==> images/class_map.png <==
Bar = 50 um. Fill, decap, tap and diode cells in grey.
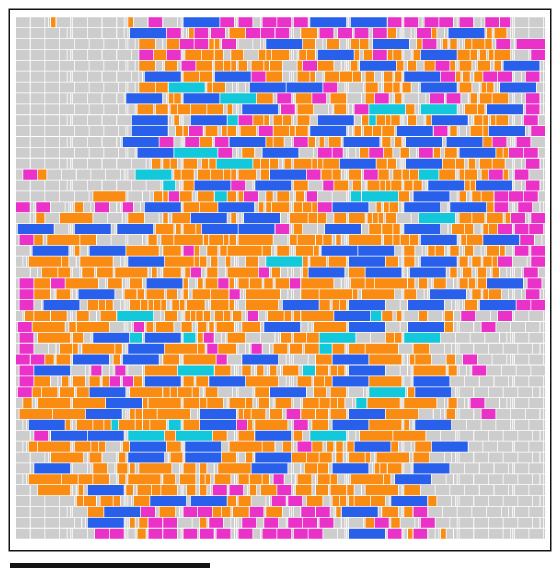
==> images/congestion_map.png <==
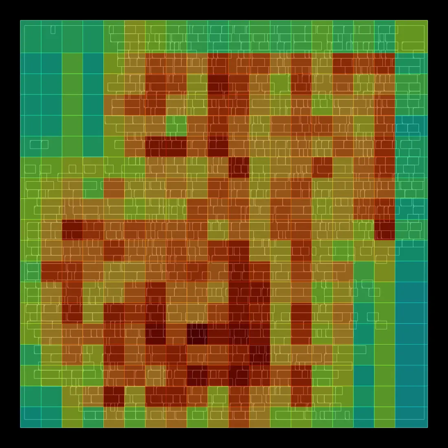
==> src/rtl/fetch_pkg.sv <==
// Shared fetch types, constants and helpers.
// Imported by the fetch realigner and its halfword queue.
package fetch_pkg;

    localparam int QDEPTH_HW = 4;

    localparam logic [1:0] RVC_Q0  = 2'b00;
    localparam logic [1:0] RVC_Q1  = 2'b01;
    localparam logic [1:0] RVC_Q2  = 2'b10;
    localparam logic [1:0] OP_FULL = 2'b11;

    typedef enum logic [1:0] {
        F_IDLE,
        F_BUSY,
        F_DROP
    } fetch_state_e;

    function automatic logic is_comp(input logic [15:0] hw);
        return hw[1:0] != OP_FULL;
    endfunction

endpackage

==> src/rtl/fetch_align_unit_queue.sv <==
// Halfword FIFO, variable push/pop of 0..2 entries.
// Entry 0 is always the head; flush empties it.
module fetch_hw_queue
    import fetch_pkg::*;
(
    input  logic        clk,
    input  logic        rst_n,
    input  logic        flush,
    input  logic [1:0]  push,
    input  logic [15:0] push_lo,
    input  logic [15:0] push_hi,
    input  logic [1:0]  pop,
    output logic [2:0]  count,
    output logic [15:0] head0,
    output logic [15:0] head1
);

    logic [15:0] q   [QDEPTH_HW];
    logic [15:0] q_n [QDEPTH_HW];
    logic [2:0]  count_n;

    assign head0 = q[0];
    assign head1 = q[1];

    // Shift out popped entries, then append pushed ones behind survivors.
    always_comb begin
        count_n = count + 3'(push) - 3'(pop);
        for (int i = 0; i < QDEPTH_HW; i++) begin
            int src;
            src = i + int'(pop);
            q_n[i] = '0;
            if (src < int'(count))
                q_n[i] = q[2'(src)];
            else if (src == int'(count) && push != 2'd0)
                q_n[i] = push_lo;
            else if (src == int'(count) + 1 && push == 2'd2)
                q_n[i] = push_hi;
        end
        if (flush)
            count_n = '0;
    end

    // Queue storage and occupancy.
    always_ff @(posedge clk or negedge rst_n) begin
        if (!rst_n) begin
            count <= '0;
            for (int i = 0; i < QDEPTH_HW; i++)
                q[i] <= '0;
        end else begin
            if (!flush)
                assert (int'(count) + int'(push) - int'(pop) <= QDEPTH_HW);
            count <= count_n;
            for (int i = 0; i < QDEPTH_HW; i++)
                q[i] <= q_n[i];
        end
    end

endmodule

==> src/rtl/fetch_align_unit.sv <==
// Fetch realigner: word fetches in, aligned
// 16/32-bit instructions with PC out.
module fetch_align_unit
    import fetch_pkg::*;
#(
    parameter logic [31:0] RESET_PC = 32'h0000_0000
) (
    input  logic        clk,
    input  logic        rst_n,
    input  logic        redirect_i,
    input  logic [31:0] redirect_pc_i,
    output logic        imem_req_valid_o,
    output logic [31:0] imem_req_addr_o,
    input  logic        imem_req_ready_i,
    input  logic        imem_rsp_valid_i,
    input  logic [31:0] imem_rsp_data_i,
    output logic        inst_valid_o,
    input  logic        inst_ready_i,
    output logic [31:0] inst_o,
    output logic [31:0] inst_pc_o,
    output logic        inst_is_comp_o
);

    fetch_state_e state, state_n;
    logic [31:0]  fetch_pc, head_pc;
    logic         skip_lo, req_en;
    logic [2:0]   count;
    logic [15:0]  hw0, hw1, push_lo;
    logic [1:0]   push, pop;
    logic         req_fire, rsp_push, hs;
    logic         hw0_comp, valid;

    assign hw0_comp = is_comp(hw0);
    assign valid = (count >= 3'd1 && hw0_comp)
                || (count >= 3'd2 && !hw0_comp);

    assign inst_valid_o   = valid;
    assign inst_o         = !valid   ? 32'h0
                          : hw0_comp ? {16'h0, hw0}
                          :            {hw1, hw0};
    assign inst_pc_o      = head_pc;
    assign inst_is_comp_o = valid && hw0_comp;

    assign imem_req_valid_o = req_en && state == F_IDLE
                           && count <= 3'd2 && !redirect_i;
    assign imem_req_addr_o  = fetch_pc;

    assign req_fire = imem_req_valid_o && imem_req_ready_i;
    assign hs       = valid && inst_ready_i;
    assign pop      = !hs ? 2'd0 : hw0_comp ? 2'd1 : 2'd2;
    assign push     = !rsp_push ? 2'd0 : skip_lo ? 2'd1 : 2'd2;
    assign push_lo  = skip_lo ? imem_rsp_data_i[31:16]
                              : imem_rsp_data_i[15:0];

    // Request tracking: idle, waiting for data, or waiting to discard.
    always_comb begin
        state_n  = state;
        rsp_push = 1'b0;
        unique case (state)
            F_IDLE: begin
                if (req_fire)
                    state_n = F_BUSY;
            end
            F_BUSY, F_DROP: begin
                if (redirect_i) begin
                    state_n = imem_rsp_valid_i ? F_IDLE : F_DROP;
                end else if (imem_rsp_valid_i) begin
                    state_n  = F_IDLE;
                    rsp_push = (state == F_BUSY);
                end
            end
            default: state_n = F_IDLE;
        endcase
    end

    // State, fetch PC and head PC; redirect overrides everything.
    always_ff @(posedge clk or negedge rst_n) begin
        if (!rst_n) begin
            state    <= F_IDLE;
            req_en   <= 1'b0;
            fetch_pc <= RESET_PC & ~32'h3;
            head_pc  <= RESET_PC & ~32'h1;
            skip_lo  <= RESET_PC[1];
        end else begin
            req_en <= 1'b1;
            state  <= state_n;
            if (redirect_i) begin
                fetch_pc <= redirect_pc_i & ~32'h3;
                head_pc  <= redirect_pc_i & ~32'h1;
                skip_lo  <= redirect_pc_i[1];
            end else begin
                if (req_fire)
                    fetch_pc <= fetch_pc + 32'd4;
                if (rsp_push)
                    skip_lo <= 1'b0;
                if (hs)
                    head_pc <= head_pc + (hw0_comp ? 32'd2 : 32'd4);
            end
        end
    end

    fetch_hw_queue u_queue (
        .clk     (clk),
        .rst_n   (rst_n),
        .flush   (redirect_i),
        .push    (push),
        .push_lo (push_lo),
        .push_hi (imem_rsp_data_i[31:16]),
        .pop     (pop),
        .count   (count),
        .head0   (hw0),
        .head1   (hw1)
    );

endmodule

==> config.mk <==
export PLATFORM = sky130hd
export DESIGN_NAME = fetch_align_unit
export DESIGN_NICKNAME = d
export VERILOG_FILES = /design/src/rtl/fetch_pkg.sv /design/src/rtl/fetch_align_unit_queue.sv /design/src/rtl/fetch_align_unit.sv
export SDC_FILE = /design/constraint.sdc
export NUM_CORES = 1
export LEC_CHECK = 0
export CAP_MARGIN = 10
export CORE_UTILIZATION = 54
export DETAILED_ROUTE_END_ITERATION = 10
export PLACE_DENSITY = 0.82
export SKIP_LAST_GASP = 1
export SYNTH_ARGS = -nofsm -noshare
export SYNTH_HDL_FRONTEND = slang
export SYNTH_HIERARCHICAL = 1
export SYNTH_SLANG_ARGS = --single-unit
export TNS_END_PERCENT = 20
==> constraint.sdc <==
create_clock -name clk -period 5.43 [get_ports clk]
set_input_delay 1.086 -clock clk [delete_from_list [all_inputs] [get_ports clk]]
set_output_delay 1.086 -clock clk [all_outputs]
set_load 0.1 [all_outputs]
==> results_tabular.tex <==
% Auto-generated results table
\begin{tabular}{lr}
\hline
Metric & Value \\
\hline
\multicolumn{2}{l}{\textbf{Outcome}} \\
Status & completed \\
\multicolumn{2}{l}{\textbf{Setup path}} \\
Cells along the critical path & or2\_2 > o21ai\_0 > nor2\_4 > inv\_1 > buf\_4 > ha\_1 > buf\_4 > ha\_1 > nor2b\_1 > o21ai\_0 > nand2b\_1 > mux2\_1 \\
Beginning of the critical path & u\_queue/count[2] \\
WP data arrival & 4850 ps \\
Maximum fanout count along the critical path & 21 \\
Critical Path Sink Type & register \\
Startpoint type of the worst setup path & register \\
End point of the critical path & u\_queue/head1[13] \\
Buf+Inv Stages, Crit Path & 3 \\
Source of the worst register-to-register timing path & u\_queue/count[2] \\
Depth of the worst register-to-register path & 12 \\
Critical path depth & 12 \\
Crit path kind & reg2reg \\
Largest delay share family, worst path & simple AND/OR/NAND/NOR gates \\
CP max-delay cell & sky130\_fd\_sc\_hd\_\_o21ai\_0 \\
Critical Path RT & 5740 ps \\
Reg-to-reg critical path endpoint & u\_queue/head1[13] \\
Largest stage delay on the critical path & 740 ps \\
\multicolumn{2}{l}{\textbf{Floorplan}} \\
Total I/O pin count & 169 \\
Area of the core region & 17,300 sq um \\
Floorplan utilization & 0.552 \\
Chip area & 18,200 sq um \\
Chip height & 135 um \\
Tap cell count & 225 \\
Number of cell rows & 48 \\
Floorplan die width & 135 um \\
\multicolumn{2}{l}{\textbf{Finish}} \\
Most used logic cell in the final layout & sky130\_fd\_sc\_hd\_\_clkdlybuf4s50\_1 \\
Comb. cell area & 5560 sq um \\
Clock tree cell share of total cell area & 0.0489 \\
Largest cell class & combinational gates \\
Inverter count of the layout excluding clock inverters & 36 \\
Post-route insts no fill & 1,247 \\
Net count reported at finish & 1,102 \\
Share of post-route cells with drive strength above 1 & 0.193 \\
Util after Layout & 0.675 \\
Syn-to-layout area delta & 22.2\% \\
Combined flip-flop and latch cell area & 3300 sq um \\
Sequential share of cell area & 0.283 \\
Total number of sequential cells & 132 \\
Number of diodes & 0 \\
Combinational share of cell area & 0.476 \\
Final non-clock buffer share & 0.156 \\
Layout clock buffers & 18 \\
Total number of multi-input combinational cells & 635 \\
Count of plain and timing-repair buffers in the layout & 187 \\
FILL cells & 1,299 \\
Dominant logic cell types in the final layout & sky130\_fd\_sc\_hd\_\_clkdlybuf4s50\_1 (162), sky130\_fd\_sc\_hd\_\_dfrtp\_1 (132), sky130\_fd\_sc\_hd\_\_mux2\_2 (70) \\
Non-Filler Cell Area, Final & 11,700 sq um \\
\multicolumn{2}{l}{\textbf{Logic synthesis}} \\
Mean post-synth cell area & 10.6 sq um \\
Synthesized registers & 132 \\
Cell with the most instances after synthesis & sky130\_fd\_sc\_hd\_\_dfrtp\_1 \\
Main logic family after synthesis & multiplexers \\
Share of synthesized cell area in and-or and or-and compound cells & 0.129 \\
XOR/XNOR Area Share & 0.0461 \\
Gate Count Post-Synth & 900 \\
Synth Seq Share & 0.346 \\
Primary FF master, synth & sky130\_fd\_sc\_hd\_\_dfrtp\_1 \\
Area fraction of the dominant cell type after synthesis & 0.346 \\
Unique masters post-synth & 64 \\
Chip area line of the yosys report & 9550 sq um \\
Mux contribution to synthesized area & 0.227 \\
Post-synthesis instance area & 9550 sq um \\
Yosys warning tally & 6 \\
Flip-flops with a built-in enable & 0 \\
Main area contributors & sky130\_fd\_sc\_hd\_\_dfrtp\_1 (35\%), sky130\_fd\_sc\_hd\_\_mux4\_2 (12\%), sky130\_fd\_sc\_hd\_\_mux2\_2 (8.3\%) \\
Area share of fa/ha/maj cells after synthesis & 0.0317 \\
Most frequent cells after synthesis & sky130\_fd\_sc\_hd\_\_dfrtp\_1 (132), sky130\_fd\_sc\_hd\_\_mux2\_2 (70), sky130\_fd\_sc\_hd\_\_a21oi\_1 (56) \\
Cell count in the Yosys report & 900 \\
Async SR Flop Fraction & 1.00 \\
Simple-Gate Area Share & 0.144 \\
\multicolumn{2}{l}{\textbf{Global route}} \\
Largest net degree at the start of global routing & 68 \\
Overall Global Routing Usage & 0.305 \\
Sum of overflow across all layers after global routing & 0 \\
Initial antenna violation count & 0 \\
Number of global-route vias before repair & 8,015 \\
Wire length of the first global-routing pass & 42.7 mm \\
\multicolumn{2}{l}{\textbf{Power and ir drop}} \\
Logic pwr share & 0.551 \\
Power Sequential & 1570 uW \\
Static Leakage & 0.00465 uW \\
Power Combinational & 3300 uW \\
Clock network fraction of design power & 0.187 \\
Sequential share of power & 0.262 \\
Power dissipated by switching net loads & 2850 uW \\
Largest voltage drop on the vdd net & 0.000421 V \\
Power density cells & 514 nW/um\^{}2 \\
Proportion of total power due to net switching & 0.476 \\
Clock group power & 1120 uW \\
Largest power group & combinational cells \\
\multicolumn{2}{l}{\textbf{CTS}} \\
Clock tree buffer depth & 2 \\
Number of setup buffers added after CTS & 0 \\
Count of hold-fix buffers inserted at cts & 0 \\
CTS root buffer & sky130\_fd\_sc\_hd\_\_clkbuf\_16 \\
Clock tree from TritonCTS & yes \\
Number of sinks handled by clock tree synthesis & 132 \\
CTS resizes & 0 \\
Number of buffers created by CTS & 17 \\
CTS H-tree depth & 4 \\
Clock transition at path regs & 60 ps \\
Latest clock arrival within the worst-skew pair & 440 ps \\
\multicolumn{2}{l}{\textbf{Drt}} \\
Drc violations & 0 \\
Detailed route wirelength on metal2 & 13.1 mm \\
Detailed-route via count & 8,159 \\
Routed Antenna Nets & 0 \\
Uppermost signal routing layer after detailed routing & met4 \\
Routed length per placed instance & 21.6 um \\
Starting DRC count in detailed routing & 1,110 \\
Average vias per placed instance & 6.54 \\
Final Routed Wirelength & 27.0 mm \\
Post-Route M1 WL & 10.6 mm \\
\multicolumn{2}{l}{\textbf{Final timing}} \\
Unrepaired setup endpoints after global routing & false \\
Minimum clock period after layout & 4540 ps \\
Final hold slack & 572 ps \\
Clock tree skew after final layout & 8.55 ps \\
Sum of negative setup slack & 0 ps \\
Share of the clock period used by the worst path after layout & 0.837 \\
Slew @ Worst Pin & 1180 ps \\
Endpoints failing setup & 0 \\
Max transition margin & 0.206 \\
Fin. Hold Viols & 0 \\
Peak Freq & 220 MHz \\
Max-slew violation count & 0 \\
\multicolumn{2}{l}{\textbf{Placed design}} \\
Half-perimeter wire length after placement & 17.7 mm \\
Cell Count Post-Placement & 1,215 \\
Gpl congestion & 0.851 \\
Post-placement cell area & 11,100 sq um \\
\multicolumn{2}{l}{\textbf{Flow run}} \\
Total tool warning count & 33 \\
\multicolumn{2}{l}{\textbf{Hold path}} \\
Worst min-delay path startpoint & state[0] \\
\hline
\end{tabular}
-- class_map.png (at the start) --
- registers: blue (cells 132)
- remaining logic cells: orange (cells 671)
- clock drivers and dummy loads: cyan (cells 32)
- remaining buffers and delay cells: magenta (cells 187)

-- congestion_map.png (at the start) --
met1 global-route usage: 0.397
Global Route met3 Usage: 0.0766
grt met2 use: 0.480
GR peak layer: met2

stage by stage:
step / power [uW] / worst slack [ps]
after detailed placement: 4810 / 709
after global placement: 4740 / 766
after global routing: 6270 / 615
after floorplan: 4160 / 120
after CTS: 5960 / 873
final: 5990 / 887
how the worst min path moves through the flow:
stage / cells after the start / slack [ps] / to
floorplan: 1 / 540 / state[0]
global placement: 1 / 570 / state[0]
detailed placement: 1 / 570 / state[0]
CTS: 1 / 580 / state[0]
global route: 2 / 630 / inst_pc_o[14]
finish: 1 / 570 / state[0]
registers in the layout, indices dropped and copies added, names as in the netlist:
signal	count
u_queue/q	32
inst_pc_o	31
imem_req_addr_o	30
u_queue/head0	16
u_queue/head1	16
u_queue/count	3
state	2
req_en	1
skip_lo	1
Power and IR drop assume default switching activity.
